==> config.mk <==
export PLATFORM = sky130hd
export DESIGN_NAME = vliw_scoreboard
export DESIGN_NICKNAME = d
export VERILOG_FILES = /design/src/rtl/vliw_scoreboard.sv
export SDC_FILE = /design/constraint.sdc
export NUM_CORES = 2
export LEC_CHECK = 0
export CAP_MARGIN = 20
export CORE_MARGIN = 1.5
export CORE_UTILIZATION = 40
export CTS_BUF_LIST = sky130_fd_sc_hd__clkbuf_8
export CTS_CLUSTER_DIAMETER = 50
export DETAILED_ROUTE_END_ITERATION = 16
export GPL_ROUTABILITY_DRIVEN = 0
export PLACE_DENSITY = 0.64
export SLEW_MARGIN = 25
export SYNTH_ARGS = -nofsm -noshare
export SYNTH_HDL_FRONTEND = slang
export SYNTH_SLANG_ARGS = --single-unit
==> constraint.sdc <==
create_clock -name clk -period 23.5 [get_ports clk]
set_clock_uncertainty 0.2 [all_clocks]
set_input_delay 7.05 -clock clk [delete_from_list [all_inputs] [get_ports clk]]
set_output_delay 7.05 -clock clk [all_outputs]
set_load 0.02 [all_outputs]
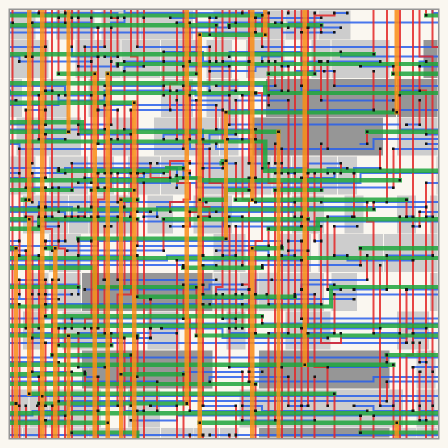
(images/detail.png)
Region (127, 70) to (157, 100) um. Cells in gray, sequential cells in the stronger gray; small squares are vias.
green -> metal 3
red -> metal 2
orange -> metal 4
blue -> metal 1
cells with their middle in the window = 74
most frequent = nand2_1 (10), inv_1 (6)
sequential cells in the window = 5

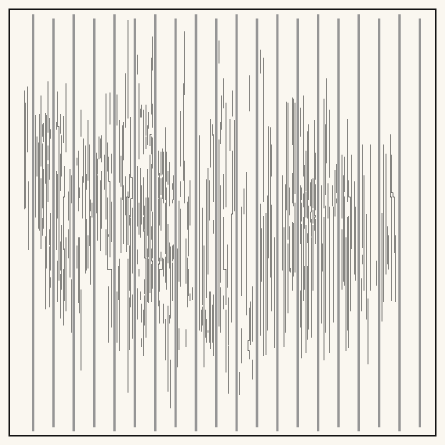
(images/layer_met4.png)
Drawn at 1.5 px/um. Supply wires on this layer in gray.
share of all routed wire = 8.8%
wire length on this layer = 13,600 um
longest straight run = 130 um
wirelength, routed: 154,000 um
total via count after detailed routing: 35,720

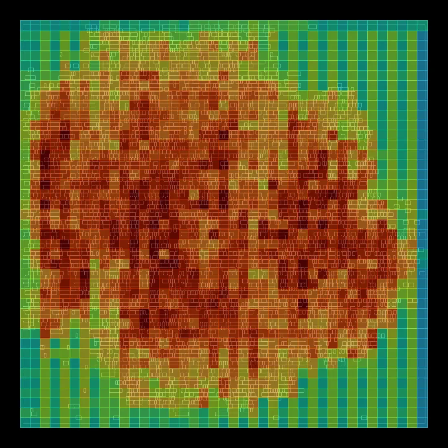
(images/congestion.png)
busiest metal layer after global routing: met2
met2 demand-to-capacity share in global routing: 50.7%
GR met3 Demand/Resource: 13.7%

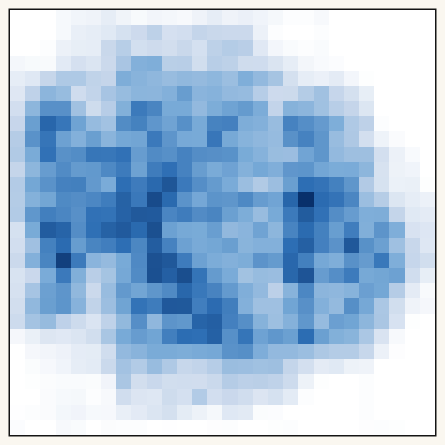
(images/metal_density.png)
Drawn at 1.5 px/um. The die is cut into 28 by 28 equal tiles; white is low, dark blue is high, scaled to the fullest tile. Values are wire area over tile area, all layers added.
emptiest ninth of the die = upper right
mean over tiles = 0.36
fullest tile = 1.0
nearly empty tiles = 18%
tiles over half the peak = 32%
Total Routing Usage GR: 36.8%
average wire per cell in the routed design: 30.1 um

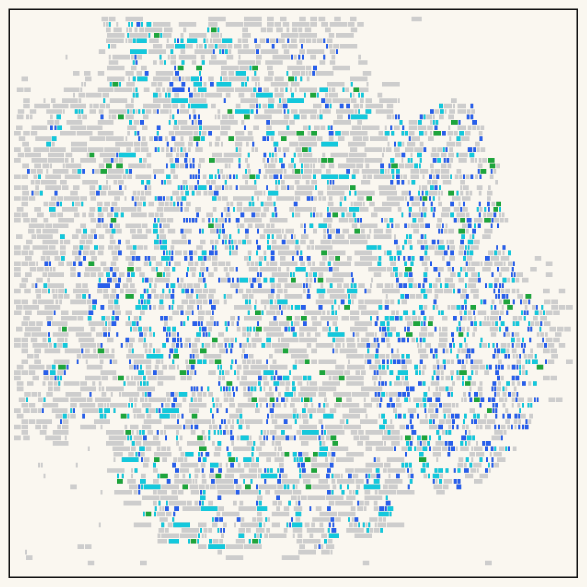
(images/logic_types.png)
Drawn at 2 px/um.
green -> non-inverting ao/oa cells  # cells 117, most used a211o_1
cyan -> nor cells  # cells 790, most used nor2_1
blue -> nand cells  # cells 797, most used nand2_1
most used logic cell in the final layout: nand2_1
non-filler instance count after layout: 5,123
logic gate fraction of the total cell area: 65.2%

==> results.py <==
# Synthesis and PnR figures
metrics = {
    "outcome": {
        "outcome": "complete, no violations",
    },
    "yosys": {
        "synth-edff-count": 0,
        "ys_top_cells_by_count": "nand2_1 (439), nor2_1 (390), dfrtp_1 (269), clkbuf_1 (214), inv_1 (207)",
        "number_of_distinct_library_cell_variants_in_the_gate_level_netlist_after_synthesis": 92,
        "synthMuxAreaShare_pct": 10.5,
        "yosys_area_um2": 31400,
        "topCombFamilyByArea": "simple AND/OR/NAND/NOR gates",
        "synth-compound-area-share_pct": 19.0,
        "synth.most_common_cell": "nand2_1",
        "synthDominantAreaCellType": "dfrtp_1",
        "synth_nets": 4279,
        "yosys.area.top_type_share_pct": 21.4,
        "synth-warning-count": 0,
        "postSynthRegisterBits": 269,
        "async_flop_share_pct": 100,
        "ys_cells": 4009,
        "ys_seq_share_pct": 21.4,
        "syn-cell-area_um2": 31400,
        "synth-simple-area-share_pct": 30.8,
        "dominantRegCellSynth": "dfrtp_1",
        "area_leaders": "dfrtp_1 (21%), mux4_2 (7.4%), ha_1 (6.8%)",
        "post_synth_inst_count": 4009,
        "synth_xor_xnor_area_share_pct": 5.27,
        "adder_and_majority_cell_fraction_of_the_synthesized_area_pct": 6.81,
        "postSynthAreaPerCell_um2": 7.84,
    },
    "clocking": {
        "clockBufferDepth": 3,
        "worstSkewPairLatency_ns": 0.67,
        "clk_transition_reported_paths_ns": 0.06,
        "cts_num_sinks": 269,
        "post_cts_hold_fix_buffer_tally": 0,
        "tritoncts_clock_tree": "yes",
        "cts_htree_levels": 2,
        "cts.repair.resized": 0,
        "cts_setup_buffers": 0,
        "clock-root-buffer": "clkbuf_8",
        "cts_buffers": 45,
    },
    "critical_path": {
        "end_kind": "primary output",
        "setup_slack_of_the_most_critical_reg_to_reg_path_ns": 16.56,
        "timing_worst_setup_path_type": "in -> out",
        "critical_path.max_fanout": 19,
        "count_of_cells_along_the_worst_register_to_register_path": 14,
        "start_kind": "input port",
        "cp_data_arrival_time_ns": 11.63,
        "critical_path_required_time_ns": 16.25,
    },
    "pwr": {
        "power.leakage_nw": 14.3,
        "power_density_nw_per_um2": 107,
        "switching_power_mw": 2.00,
        "power.share.clock_pct": 11.8,
        "vdd_drop_max_v": 0.0000697,
        "seq_power_share_pct": 18.9,
        "internal_power_mw": 1.78,
        "power.switching_fraction_pct": 52.9,
        "combinationalPowerShare_pct": 69.3,
    },
    "cells_and_area": {
        "logic_area_um2": 23100,
        "max_ffs_per_register": 160,
        "nFillCells": 7709,
        "storage_element_area_um2": 6730,
        "most-common-layout-cells": "nand2_1 (438), nor2_1 (389), dfrtp_1 (269), inv_1 (219), clkdlybuf4s50_1 (180)",
        "areaGrowthSynthToFinish_pct": 12.6,
        "drive_gt1_share_pct": 10.7,
        "design.final.nets": 4316,
    },
    "global_route": {
        "vias_in_the_first_global_route": 32495,
        "grt_max_degree": 116,
        "grt_pass1_wl_um": 222000,
        "gr_overflow_total": 0,
        "grt_antenna_before_repair": 7,
    },
    "route": {
        "antenna_violating_nets_left": 0,
        "post_drt_via_cell_ratio": 6.97,
        "drt_iter0_drc": 6135,
        "drc_errors": 0,
        "dr.pass1.iters": 8,
    },
    "placed_design": {
        "dp_hpwl_um": 114000,
        "port_buffers": 183,
        "placed_cells_incl_taps": 5039,
    },
    "die": {
        "chip_area_um2": 80300,
        "fp.dieH_um": 283,
        "placeable_core_region_um2": 77600,
        "die-width_um": 283,
        "placement_rows": 102,
        "floorplan.io_pins": 184,
        "floorplanUtilization_pct": 40.5,
    },
    "min_path": {
        "min-delay-path-class": "reg -> reg",
        "timing.hold.worst_path_depth": 1,
    },
    "final_timing": {
        "setup_viol": 0,
        "fmax_ghz": 0.0530,
        "setup_total_negative_slack_ns": 0,
        "finalWorstPathRequiredPeriod_ns": 18.88,
        "timing.slew.headroom_pct": 16.9,
        "rsz0062_at_grt": "no",
        "max_slew.worst_pin.slew_ns": 1.24,
        "min_period_over_period_pct": 80.4,
        "slew_viol_final": 0,
        "final_hold_viol_count": 0,
    },
    "job": {
        "max_cap_violations": 0,
        "openroad.warnings": 136,
    },
}
-- logic make-up after synthesis --
kind of cell    Yosys count
flops                   269
fa+ha+maj               171
compound gates          860
xor+xnor                189
simple gates           1816
mux                     196
buf+inv                 508
-- critical path, cell delays in order --
cell and delay [ns]:
clkdlybuf4s50_1 0.93, nor3b_1 0.88, nand2_1 0.14, o32ai_1 0.16, or4_1 0.18, nor3_1 0.09, o41ai_1 0.69, and3_2 0.35
nand2_1 0.25, nor2_1 0.25, clkdlybuf4s50_1 0.64
-- layout make-up --
cell class / instances / area share (%)
diodes: 5 / 0.0353
multi-input cells: 3232 / 65.2
well taps: 1040 / 3.68
repair buffers: 275 / 7.14
flip-flops and latches: 269 / 19.0
inverters: 223 / 2.36
clock inverters: 23 / 0.389
clock buffers: 56 / 2.18
-- per-stage QoR --
step / area (um2) / power [mW] / utilization (%) / hold slack, ns / setup WS [ns]
2_1_floorplan: 31400 / 2.17 / - / 0.290 / 6.00
3_3_place_gp: 34400 / 3.18 / 44.4 / 0.274 / 5.05
3_5_place_dp: 34400 / 3.20 / 44.4 / 0.277 / 4.95
4_1_cts: 35300 / 3.65 / 45.6 / 0.287 / 4.92
5_1_grt: 35400 / 3.91 / 45.6 / 0.302 / 4.66
6_report: 35400 / 3.78 / 45.6 / 0.285 / 4.62
-- per-layer routing --
layer	up-vias	global-route usage, %	wire length [um]
li1	14946	-	-
met1	16764	47.4	56500
met2	3208	50.7	59800
met3	796	13.7	24400
met4	6	25.3	13600
met5	-	0	65
-- power by group through the flow --
stage | Combinational, mW | Sequential [mW] | Clock (mW)
after floorplan | 1.50 | 0.673 | 0
after global placement | 2.47 | 0.713 | 0
after detailed placement | 2.49 | 0.717 | 0
after CTS | 2.50 | 0.709 | 0.444
after global routing | 2.71 | 0.731 | 0.465
final | 2.62 | 0.715 | 0.446
Power figures rest on the tool's default switching activity, not on a simulated workload.
